==> src/rtl/pc_call_stack.sv <==
// Program counter with a circular return-address stack for the 4-bit core.
// The PC is presented on the data bus one nibble per subcycle and updated once per instruction.
module pc_call_stack #(
    parameter int ADDR_NIBBLES = 3,
    parameter int DEPTH        = 3,
    parameter int LAST_CYCLE   = 7
) (
    input  logic                      clock,
    input  logic                      reset,
    input  logic [2:0]                cycle,
    input  logic [1:0]                control,
    input  logic [4*ADDR_NIBBLES-1:0] target,
    input  logic                      clear_flags,
    output logic [4*ADDR_NIBBLES-1:0] pc,
    output logic                      pc_enable,
    output logic [3:0]                pc_word,
    output logic [3:0]                depth,
    output logic                      overflow,
    output logic                      underflow
);

    localparam int         AW           = 4 * ADDR_NIBBLES;
    localparam logic [3:0] DEPTH_MAX    = 4'(DEPTH);
    localparam logic [3:0] PTR_LAST     = 4'(DEPTH - 1);
    localparam logic [3:0] BUS_NIBBLES  = 4'(ADDR_NIBBLES);
    localparam logic [2:0] COMMIT_CYCLE = 3'(LAST_CYCLE);

    localparam logic [1:0] MODE_INC  = 2'b00;
    localparam logic [1:0] MODE_JUMP = 2'b01;
    localparam logic [1:0] MODE_CALL = 2'b10;
    localparam logic [1:0] MODE_RET  = 2'b11;

    logic [AW-1:0] pc_reg, pc_next;
    logic [3:0]    ptr_reg, ptr_next;
    logic [3:0]    depth_reg, depth_next;
    logic          overflow_reg, overflow_next;
    logic          underflow_reg, underflow_next;
    logic [AW-1:0] entry_reg [DEPTH];

    logic [AW-1:0] pc_inc;
    logic [AW-1:0] pop_value;
    logic [3:0]    ptr_inc;
    logic [3:0]    ptr_dec;
    logic          commit;
    logic          push;
    logic          pop;
    logic          stack_full;
    logic          stack_empty;
    logic [3:0]    nibbles [ADDR_NIBBLES];

    assign commit      = (cycle == COMMIT_CYCLE) && !reset;
    assign push        = commit && (control == MODE_CALL);
    assign pop         = commit && (control == MODE_RET);
    assign stack_full  = (depth_reg == DEPTH_MAX);
    assign stack_empty = (depth_reg == 4'd0);
    assign pc_inc      = pc_reg + AW'(1);
    assign ptr_inc     = (ptr_reg == PTR_LAST) ? 4'd0 : ptr_reg + 4'd1;
    assign ptr_dec     = (ptr_reg == 4'd0) ? PTR_LAST : ptr_reg - 4'd1;

    // Return address sits just below the write pointer, wrapping circularly.
    always_comb begin
        pop_value = '0;
        for (int i = 0; i < DEPTH; i++) begin
            if (ptr_dec == 4'(i)) begin
                pop_value = entry_reg[i];
            end
        end
    end

    always_comb begin
        pc_next    = pc_reg;
        ptr_next   = ptr_reg;
        depth_next = depth_reg;
        if (commit) begin
            case (control)
                MODE_INC:  pc_next = pc_inc;
                MODE_JUMP: pc_next = target;
                MODE_CALL: begin
                    pc_next  = target;
                    ptr_next = ptr_inc;
                    if (!stack_full) begin
                        depth_next = depth_reg + 4'd1;
                    end
                end
                MODE_RET: begin
                    pc_next  = pop_value;
                    ptr_next = ptr_dec;
                    if (!stack_empty) begin
                        depth_next = depth_reg - 4'd1;
                    end
                end
                default: pc_next = pc_reg;
            endcase
        end
    end

    // A setting event on the same edge outranks clear_flags.
    assign overflow_next  = (push && stack_full) || (overflow_reg && !clear_flags);
    assign underflow_next = (pop && stack_empty) || (underflow_reg && !clear_flags);

    always_ff @(posedge clock) begin
        if (reset) begin
            pc_reg        <= '0;
            ptr_reg       <= 4'd0;
            depth_reg     <= 4'd0;
            overflow_reg  <= 1'b0;
            underflow_reg <= 1'b0;
        end else begin
            pc_reg        <= pc_next;
            ptr_reg       <= ptr_next;
            depth_reg     <= depth_next;
            overflow_reg  <= overflow_next;
            underflow_reg <= underflow_next;
        end
    end

    always_ff @(posedge clock) begin
        if (reset) begin
            for (int i = 0; i < DEPTH; i++) begin
                entry_reg[i] <= '0;
            end
        end else if (push) begin
            for (int i = 0; i < DEPTH; i++) begin
                if (ptr_reg == 4'(i)) begin
                    entry_reg[i] <= pc_inc;
                end
            end
        end
    end

    genvar gi;
    generate
        for (gi = 0; gi < ADDR_NIBBLES; gi++) begin : g_nibble
            assign nibbles[gi] = pc_reg[4*gi +: 4];
        end
    endgenerate

    always_comb begin
        pc_enable = 1'b0;
        pc_word   = 4'd0;
        if (!reset && ({1'b0, cycle} < BUS_NIBBLES)) begin
            pc_enable = 1'b1;
            for (int i = 0; i < ADDR_NIBBLES; i++) begin
                if (cycle == 3'(i)) begin
                    pc_word = nibbles[i];
                end
            end
        end
    end

    assign pc        = pc_reg;
    assign depth     = depth_reg;
    assign overflow  = overflow_reg;
    assign underflow = underflow_reg;

endmodule

==> config.mk <==
export PLATFORM = sky130hd
export DESIGN_NAME = pc_call_stack
export DESIGN_NICKNAME = d
export VERILOG_FILES = /design/src/rtl/pc_call_stack.sv
export SDC_FILE = /design/constraint.sdc
export NUM_CORES = 1
export LEC_CHECK = 0
export CAP_MARGIN = 0
export CORE_UTILIZATION = 54
export DETAILED_ROUTE_END_ITERATION = 12
export HOLD_SLACK_MARGIN = 0.05
export PLACE_DENSITY_LB_ADDON = 0.3
export RECOVER_POWER = 100
export SKIP_LAST_GASP = 1
export SYNTH_ARGS = -nofsm -noshare
export SYNTH_HDL_FRONTEND = slang
export SYNTH_SLANG_ARGS = --single-unit
==> constraint.sdc <==
create_clock -name clock -period 2.9 [get_ports clock]
set_input_delay 0.29 -clock clock [delete_from_list [all_inputs] [get_ports clock]]
set_output_delay 0.29 -clock clock [all_outputs]
set_load 0.05 [all_outputs]
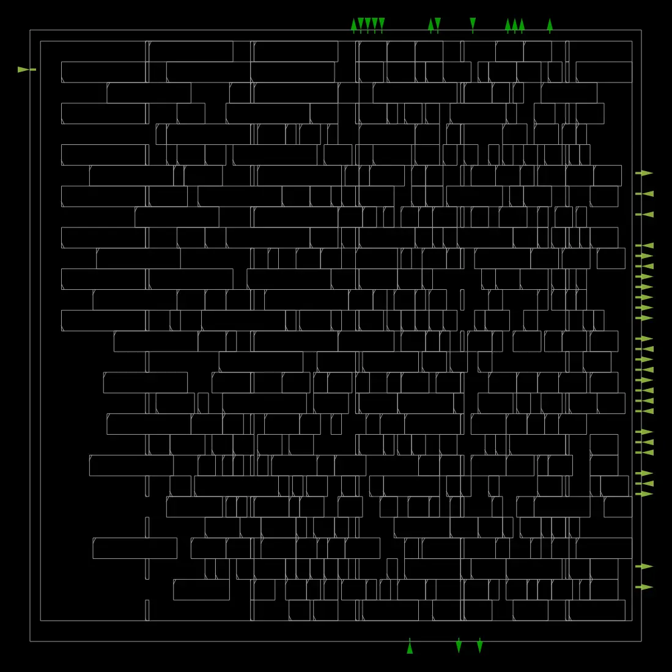
**Above:** run 1 (placed standard cells).
fraction of standard cell area that is sequential: 0.386
fin util: 0.665
Floorplan Core Area: 0.00592 mm²
number of flip-flops and latches: 58
post-layout instance count excluding filler cells: 449

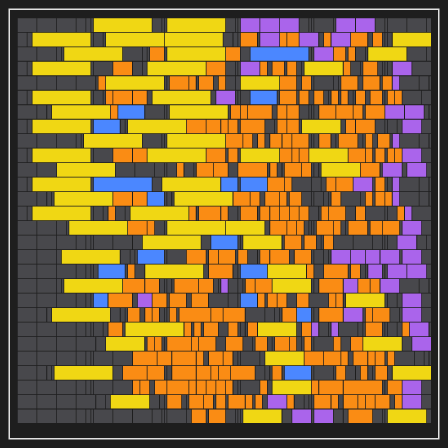
**Above:** run 1 (placement by cell class).
Fill, decap, tap and diode cells in gray.
color	class	cells
orange	combinational and other logic	250
purple	remaining buffers and delay cells	50
yellow	sequential cells	58
blue	clock drivers and dummy loads	16
standard-cell row count: 28
Design Area, Final: 0.00394 mm²

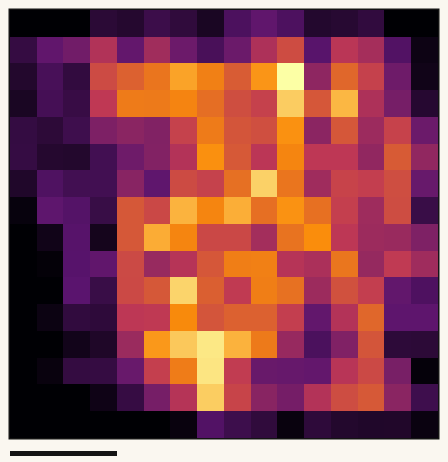
**Above:** run 1 (routed metal per tile).
The bar under the picture is 20 µm long. 16 x 16 tiles, from black (low) to pale yellow (high), scaled to the fullest tile. Values are wire area over tile area, all layers added.
fullest tile	0.55
nearly empty tiles	9.4%
emptiest ninth of the die	lower left
densest ninth of the die	center
mean over tiles	0.21
total routing resource utilization after global routing: 0.271
detailed-route wire length: 8280 µm
drt wl/cell: 18.4 µm
count of vias placed by the detailed router: 2,785

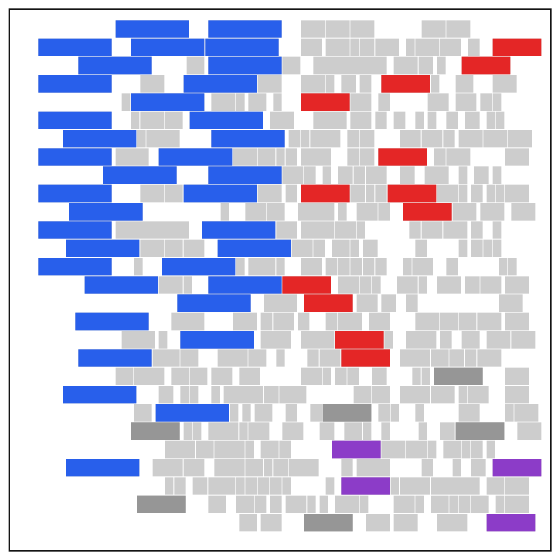
**Above:** run 1 (register map, names as in the netlist).
Other sequential cells in the stronger gray, the rest of the logic in the fainter gray.
color	signal	sequential cells
red	`pc`	12
blue	`entry_reg`	36
purple	`depth`	4
register area: 0.00152 mm²
Power Sequential: 0.920 mW

==> run notes, run 1 <==
The run has ended; figures from its reports follow.

By count the netlist is led by sky130_fd_sc_hd__nor2_1, sky130_fd_sc_hd__edfxtp_1, sky130_fd_sc_hd__a21oi_1, sky130_fd_sc_hd__dfxtp_1, sky130_fd_sc_hd__nand2_1. The number of gates resized after CTS is 0. The register with the most flip-flops in the layout has 36 of them. The power report attributes to the clock group a share of 0.424. In the final report, the number of pins over their slew limit comes to 0. The total cells reported by yosys after synthesis is 332. By area, multi-input combinational cells come first. Of all the cell area in the finished design, the clock network holds 0.0572.

The area fraction in and, or, nand and nor cells after synthesis is 0.132. The layout summary lists the proportion of cells stronger than drive strength 1 as 0.0802. The run finished with clean final reports. The sum of routed wire segments on met1 came out at 3700 µm.

In the synthesized netlist, the number of instances is 332. The number of placed cells counting well taps came out at 433. The Yosys warning count came out at 0. The period utilization is 0.917. The capture point of the worst reg-to-reg path is pc[9]. The part of the power in registers is 0.461. The number of synthesized flops with an enable pin came out at 36. The number of buffer and inverter stages on the critical path is 1. The final report lists the setup-violating endpoint count as 0. The total stage count of the critical path came out at 7. The hold buffer count at cts came out at 0. The maximum clock skew at final layout is 13.8 ps. The most critical hold endpoint after final layout shows a slack of 494 ps.

The first-pass GRT wire length came out at 13,000 µm. The placement summary gives the final routability congestion estimate as 0.870. Port buffering added 42 buffers.

The total power draw came out at 2.00 mW. The aggregate negative setup slack is 0 ps. The startpoint of the tightest hold check path is underflow. The met2 global-route usage is 0.421. The area fraction of the largest cell type after synthesis is 0.326. At floorplan, the net count of the design was reported as 366. The number of cells on the worst reg-to-reg path is 7.

Timing analysis after detailed placement gives a worst setup slack of 279 ps. The library cell used most frequently in the layout, excluding fill and tap cells, is sky130_fd_sc_hd__nor2_1. The final critical delay including setup and external delays came out at 2660 ps. Of the synthesized area, sequential elements account for 0.459.
==> run 2: changes to the inputs <==
--- a/config.mk
+++ b/config.mk
@@ -9,7 +9,7 @@
 export CORE_UTILIZATION = 54
 export DETAILED_ROUTE_END_ITERATION = 12
 export HOLD_SLACK_MARGIN = 0.05
-export PLACE_DENSITY_LB_ADDON = 0.3
+export PLACE_DENSITY = 0.8
 export RECOVER_POWER = 100
 export SKIP_LAST_GASP = 1
 export SYNTH_ARGS = -nofsm -noshare
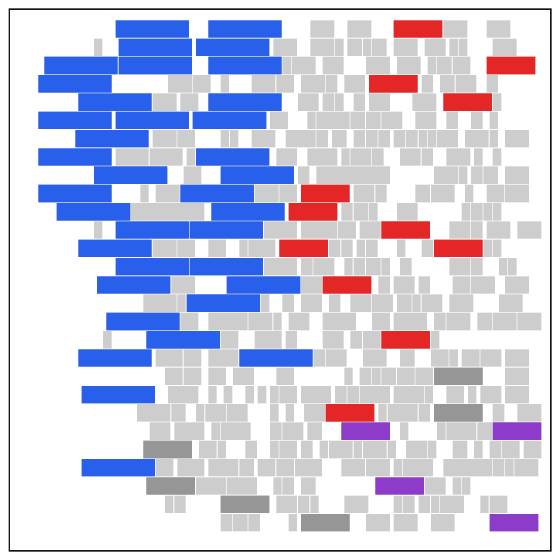
**Above:** run 2 (register map, names as in the netlist).
Other sequential cells in the stronger gray, the rest of the logic in the fainter gray.
color	signal	sequential cells
purple	`depth`	4
red	`pc`	12
blue	`entry_reg`	36
fraction of standard cell area that is sequential: 0.386
fin util: 0.666

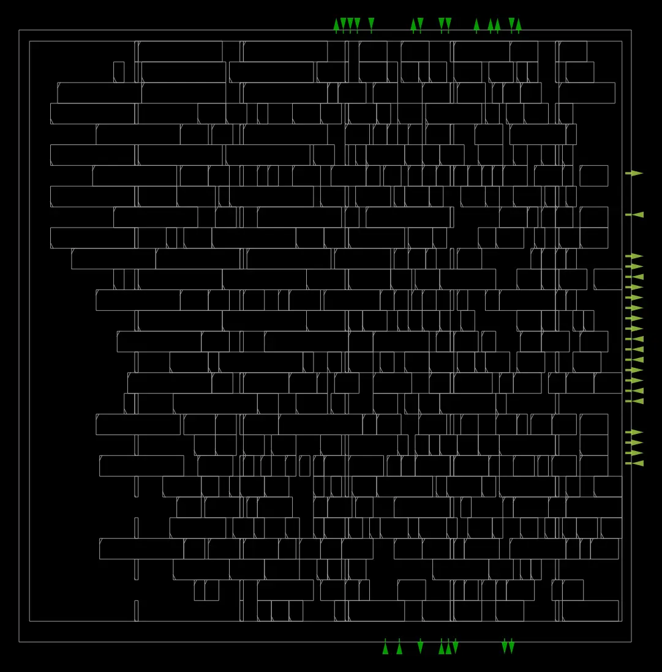
**Above:** run 2 (placed standard cells).
final-layout fill cell count: 449
post-layout instance count excluding filler cells: 450
number of well taps: 75

==> run notes, run 2 <==
The run has ended; figures from its reports follow.

The flow ran to the end, and the final reports show no timing, DRC or antenna violations. The sequential logic power came out at 0.920 mW. The number of gates resized after CTS came out at 0. Counting flops with a built-in enable in the synthesized netlist gives 36.

The maximum clock skew at final layout came out at 11.5 ps. The part of the power in registers is 0.459. The area share of the leading cell type in the synthesized netlist is 0.326. The total via count in the routed design came out at 2,786. By count the netlist is led by sky130_fd_sc_hd__nor2_1, sky130_fd_sc_hd__edfxtp_1, sky130_fd_sc_hd__a21oi_1, sky130_fd_sc_hd__dfxtp_1, sky130_fd_sc_hd__nand2_1. Per the final report, the share of cell area in clock cells is 0.0571. The period utilization is 0.913. The hold slack is 485 ps. Summed over all layers, the routed wires come to 8180 µm.

The number of placed cells counting well taps came out at 434. The most common logic cell in the final layout is sky130_fd_sc_hd__nor2_1. The total stage count of the critical path came out at 7.

The worst slack at placement came out at 316 ps. The sequential cell area came out at 0.00152 mm². The register with the most flip-flops in the layout has 36 of them. Synthesis produced 332 cells. Routing resource usage on met2 recorded by global route was 0.415. The startpoint of the tightest hold check path is overflow. The area fraction in and, or, nand and nor cells after synthesis came out at 0.132. The first-pass GRT wire length is 12,900 µm.

The number of endpoints failing setup at the final stage came out at 0. The capture point of the worst reg-to-reg path is pc[9]. The aggregate negative setup slack came out at 0 ps. The net count after synthesis came out at 366. The number of cells on the worst reg-to-reg path is 7.
==> run 3: changes to the inputs <==
--- a/config.mk
+++ b/config.mk
@@ -7,6 +7,7 @@
 export LEC_CHECK = 0
 export CAP_MARGIN = 0
 export CORE_UTILIZATION = 54
+export CTS_CLUSTER_SIZE = 40
 export DETAILED_ROUTE_END_ITERATION = 12
 export HOLD_SLACK_MARGIN = 0.05
 export PLACE_DENSITY = 0.8
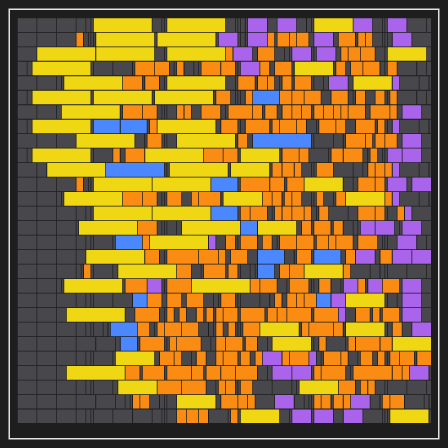
**Above:** run 3 (placement by cell class).
Fill, decap, tap and diode cells in gray.
color	class	cells
yellow	sequential cells	58
orange	combinational and other logic	250
purple	remaining buffers and delay cells	51
blue	clock drivers and dummy loads	16
Design Area, Final: 0.00394 mm²

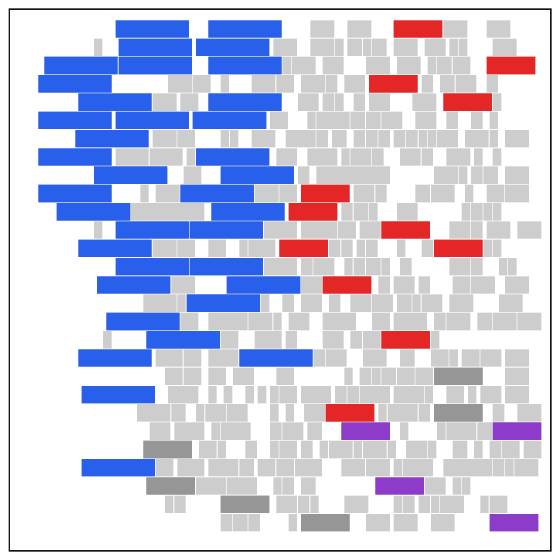
**Above:** run 3 (register map, names as in the netlist).
Other sequential cells in the stronger gray, the rest of the logic in the fainter gray.
color	signal	sequential cells
purple	`depth`	4
blue	`entry_reg`	36
red	`pc`	12
not colored	6

==> run notes, run 3 <==
The run has ended; figures from its reports follow.

The net count after synthesis came out at 366. Of the total power, registers draw 0.459. The number of tap instances is 75. The core occupancy in the finished layout is 0.666. The fraction of area in registers came out at 0.386. The Yosys warning count is 0. The number of cells on the worst reg-to-reg path came out at 7. The layout report lists the clock-cell share of area as 0.0571. The maximum clock skew at final layout came out at 11.5 ps. The end-of-flow timing check tallies setup violations at 0.

The count of filler cells inserted in the layout is 449. The total power draw came out at 2.01 mW. The floorplan row count came out at 28. The capture point of the worst reg-to-reg path is pc[9]. The number of flip-flops and latches is 58.

The routed layout has 2,786 vias. After clock tree synthesis, the repair step resized 0 gates. The wire length after detailed routing is 8180 µm. The first global-routing pass estimated 12,900 µm of wire. The sequential logic power came out at 0.920 mW.

The post-synth count of flops with an enable pin is 36. After synthesis, the most frequently instantiated cells are sky130_fd_sc_hd__nor2_1, sky130_fd_sc_hd__edfxtp_1, sky130_fd_sc_hd__a21oi_1, sky130_fd_sc_hd__dfxtp_1, sky130_fd_sc_hd__nand2_1. The register with the most flip-flops in the layout has 36 of them.

Per Yosys stat, the portion of area used by sequential elements is 0.459. Looking at hold timing, the worst path starts from overflow. The post-layout instance count excluding filler cells is 450. Measured along the x axis, the die boundary spans 80.3 µm. The area fraction in and, or, nand and nor cells after synthesis is 0.132. In this run, placement finished with an instance count of 434. The number of buffer and inverter stages on the critical path came out at 1. The period utilization came out at 0.913.

The hold buffer count at cts is 0. The final count of pins violating max slew is 0. The total stage count of the critical path is 7. By area, the class that comes first in the final layout consists of multi-input combinational cells. The placement report lists the number of port buffers as 42.

After routing, the total negative slack on setup checks comes to 0 ps. The hold slack is 485 ps. The final critical delay including setup and external delays is 2650 ps. The sequential cell area came out at 0.00152 mm². The weighted congestion reported at the end of routability-driven placement is 0.866. The met2 global-route usage came out at 0.415. Logged for this run, the post-placement worst setup slack is 316 ps. The flow ran to the end, and the final reports show no timing, DRC or antenna violations.

The area share of the leading cell type in the synthesized netlist is 0.326. Across every metal layer, demand over resource in global routing totals 0.268.
Power and IR drop assume default switching activity.
